### Power grid

Pins as bars on the die edge. Tap cells in gray.
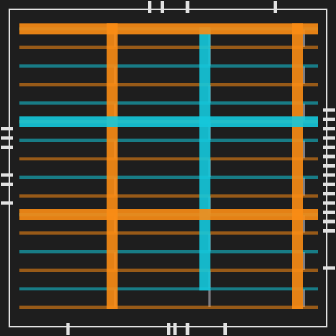
### Placement by cell class

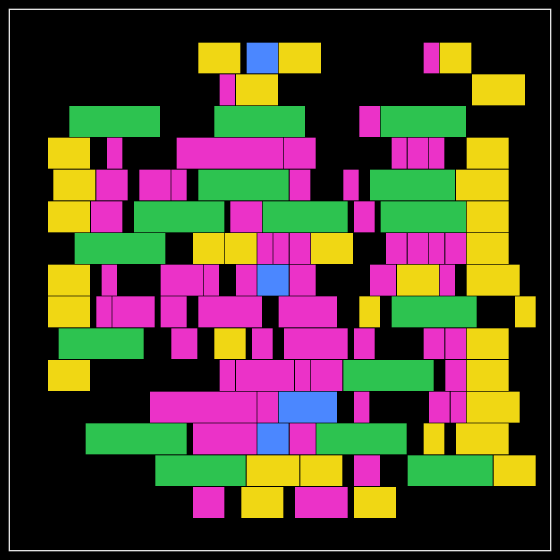
### Clock network drawn from the DEF

Bar = 10 um.
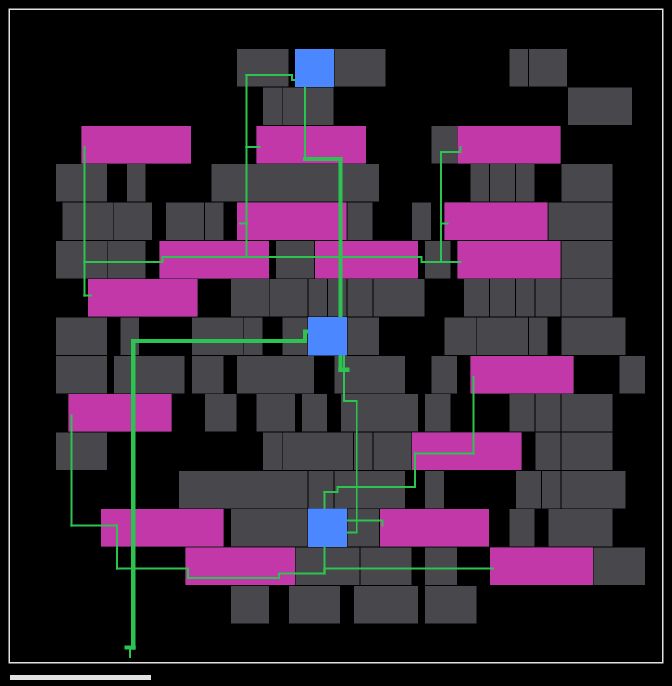
### config.mk
export PLATFORM = sky130hd
export DESIGN_NAME = sram_access_ctrl
export DESIGN_NICKNAME = d
export VERILOG_FILES = /design/src/rtl/mem_pkg.sv /design/src/rtl/sram_access_ctrl.sv
export SDC_FILE = /design/constraint.sdc
export NUM_CORES = 1
export LEC_CHECK = 0
export CAP_MARGIN = 20
export CORE_MARGIN = 1
export CORE_UTILIZATION = 36
export DETAILED_ROUTE_END_ITERATION = 12
export GPL_TIMING_DRIVEN = 0
export PLACE_DENSITY = 0.77
export SLEW_MARGIN = 20
export SYNTH_ARGS = -nofsm -noshare
export SYNTH_HDL_FRONTEND = slang
export SYNTH_SLANG_ARGS = --single-unit
### constraint.sdc
create_clock -name clk -period 1.3 [get_ports clk]
set_input_delay 0.13 -clock clk [delete_from_list [all_inputs] [get_ports clk]]
set_output_delay 0.13 -clock clk [all_outputs]
set_load 0.005 [all_outputs]
### src/rtl/mem_pkg.sv
// Shared definitions for the SRAM subsystem: state encoding and default geometry.
package mem_pkg;

    localparam int DEF_N         = 4;
    localparam int DEF_W         = 4;
    localparam int DEF_SETUP_CYC = 1;

    typedef enum logic [1:0] {
        IDLE   = 2'd0,
        SETUP  = 2'd1,
        ACCESS = 2'd2,
        RESP   = 2'd3
    } state_t;

endpackage

### src/rtl/sram_access_ctrl.sv
// Single-outstanding request/response front end for a combinational SRAM:
// holds address/data for SETUP_CYC cycles, pulses chip-select once, registers the result.
module sram_access_ctrl
    import mem_pkg::*;
#(
    parameter int N         = DEF_N,
    parameter int W         = DEF_W,
    parameter int A         = (N > 1) ? $clog2(N) : 1,
    parameter int SETUP_CYC = DEF_SETUP_CYC
) (
    input  logic         clk,
    input  logic         rst,
    input  logic         req_valid,
    output logic         req_ready,
    input  logic         req_we,
    input  logic [A-1:0] req_addr,
    input  logic [W-1:0] req_wdata,
    output logic         rsp_valid,
    input  logic         rsp_ready,
    output logic [W-1:0] rsp_rdata,
    output logic         rsp_err,
    output logic         mem_cs,
    output logic         mem_wr_en,
    output logic [A-1:0] mem_addr,
    output logic [W-1:0] mem_wr_data,
    input  logic [W-1:0] mem_rd_data
);

    localparam int CW = (SETUP_CYC > 0) ? $clog2(SETUP_CYC + 1) : 1;
    localparam logic [CW-1:0] CNT_LOAD = CW'((SETUP_CYC == 0) ? 0 : SETUP_CYC - 1);

    state_t        state;
    logic [CW-1:0] cnt;
    logic          addr_bad;

    assign addr_bad = (32'(req_addr) >= N);

    // NOTE: every output is a register updated on the transition into the state
    // that owns it, so mem_cs/mem_wr_en never glitch and all state uses <=.
    always_ff @(posedge clk) begin
        if (rst) begin
            state       <= IDLE;
            cnt         <= '0;
            req_ready   <= 1'b1;
            rsp_valid   <= 1'b0;
            rsp_rdata   <= '0;
            rsp_err     <= 1'b0;
            mem_cs      <= 1'b0;
            mem_wr_en   <= 1'b0;
            mem_addr    <= '0;
            mem_wr_data <= '0;
        end else begin
            case (state)
                IDLE: begin
                    if (req_valid) begin
                        req_ready <= 1'b0;
                        if (addr_bad) begin
                            // Out-of-range: answer immediately, SRAM pins untouched.
                            state     <= RESP;
                            rsp_valid <= 1'b1;
                            rsp_err   <= 1'b1;
                            rsp_rdata <= '0;
                        end else begin
                            rsp_err     <= 1'b0;
                            mem_addr    <= req_addr;
                            mem_wr_data <= req_wdata;
                            mem_wr_en   <= req_we;
                            if (SETUP_CYC == 0) begin
                                state  <= ACCESS;
                                mem_cs <= 1'b1;
                            end else begin
                                state <= SETUP;
                                cnt   <= CNT_LOAD;
                            end
                        end
                    end
                end
                SETUP: begin
                    if (cnt == '0) begin
                        state  <= ACCESS;
                        mem_cs <= 1'b1;
                    end else begin
                        cnt <= cnt - 1'b1;
                    end
                end
                ACCESS: begin
                    state     <= RESP;
                    mem_cs    <= 1'b0;
                    mem_wr_en <= 1'b0;
                    rsp_valid <= 1'b1;
                    rsp_rdata <= mem_wr_en ? '0 : mem_rd_data;
                end
                RESP: begin
                    if (rsp_ready) begin
                        state     <= IDLE;
                        rsp_valid <= 1'b0;
                        req_ready <= 1'b1;
                    end
                end
                default: state <= IDLE;
            endcase
        end
    end

endmodule

==> out/results.tsv <==
metric	value	unit
status	finished clean	
io_buffers	26	
powerSeq	0.685	mW
max_freq	798	MHz
drt_pass1_iterations	4	
grt_pass1_vias	633	
p_clk_share	17.5	%
largest_class	combinational gates	
finalClockPeriodUsage	96.3	%
powerClk	0.330	mW
buffers	33	
cp-end-kind	output pin	
fin_skew	0.845	ps
logic_family	simple AND/OR/NAND/NOR gates	
postCtsSetupBuffers	2	
xor_share	0	%
p_leak	0.518	nW
avgSynthCellArea	9.05	um^2
inverters	3	
final-clk-cell-share	3.25	%
warnings	30	
finalPower	1.88	mW
tns	0	ps
top_area_share	45.4	%
rrSetupSlack	50	ps
max_stage_delay	500	ps
netlist_instances	78	
postRouteWirelength	1.63	mm
maxPowerGroup	combinational cells	
yosysCellCount	78	
adder_share	7.09	%
grt_pass1_wl	2.57	mm
logic_gate_count	54	
p_comb_share	46.0	%
drive_gt1_share	29.1	%
vias	645	
seq_power_share	36.4	%
rsz0062_at_grt	yes	
cp_slowest_cell	clkdlybuf4s50_1	
cp-startpoint	mem_cs$_SDFFE_PP0P_	
overflow	0	
drt_iter0_drc	7	
worstHoldPathCells	2	
routabilityCongestion	0.763	
crit_cells	1	
syn_nets	97	
comb_share	34.2	%
slew_violations	0	
setup_viol	0	
-- 'Power grid' (at the start) --
[VSS] orange
[VDD] cyan
met1 rails: 16
tap cells: 25
met4 straps: 3
VDD IR max: 881 uV
core region area: 1780 um^2
die width: 46.3 um

-- 'Placement by cell class' (at the start) --
[remaining logic cells] magenta | cells: 57 | share of their area: 36%
[clock drivers and dummy loads] blue | cells: 4 | share of their area: 3.3%
[remaining buffers and delay cells] yellow | cells: 33 | share of their area: 30%
[registers] green | cells: 16 | share of their area: 31%
Rows: 15
fin util: 62.5%
sequential cell area share: 30.0%
Design Area, Final: 1110 um^2

-- 'Clock network drawn from the DEF' (at the start) --
[clock wires] green | length: 219 um
[clock-net drivers] blue | count: 3
[flip-flops] magenta | count: 16
routed clock nets: 4

cells in the final DEF (no fill, tap or decap), drive strengths merged:
cell	instances
buf	7
clkbuf	4
nand4	1
nand2b	3
mux2	1
nor2b	2
a22oi	4
a211oi	1
o21ai	1
conb	1
inv	3
nor2	7
nand3	6
mux2i	2
dfxtp	16
dlymetal6s2s	6
o211ai	1
clkdlybuf4s50	20
and2b	1
o21a	1
a21oi	9
ha	4
nand2	9
state kept, by name, summed over array words and instances, names as in the netlist:
register / cells
rsp_valid: 1
req_ready: 1
state: 2
mem_wr_en: 1
mem_wr_data: 4
rsp_rdata: 4
mem_addr: 2
mem_cs: 1
routing by layer:
layer  GRT usage [%]  vias up  part of all wire, %
met5               0        -                    0
met4            12.4        0                  2.2
met3            2.75        4                  5.8
met2            31.3       25                   51
met1            18.5      292                   41
li1                -      324                    -
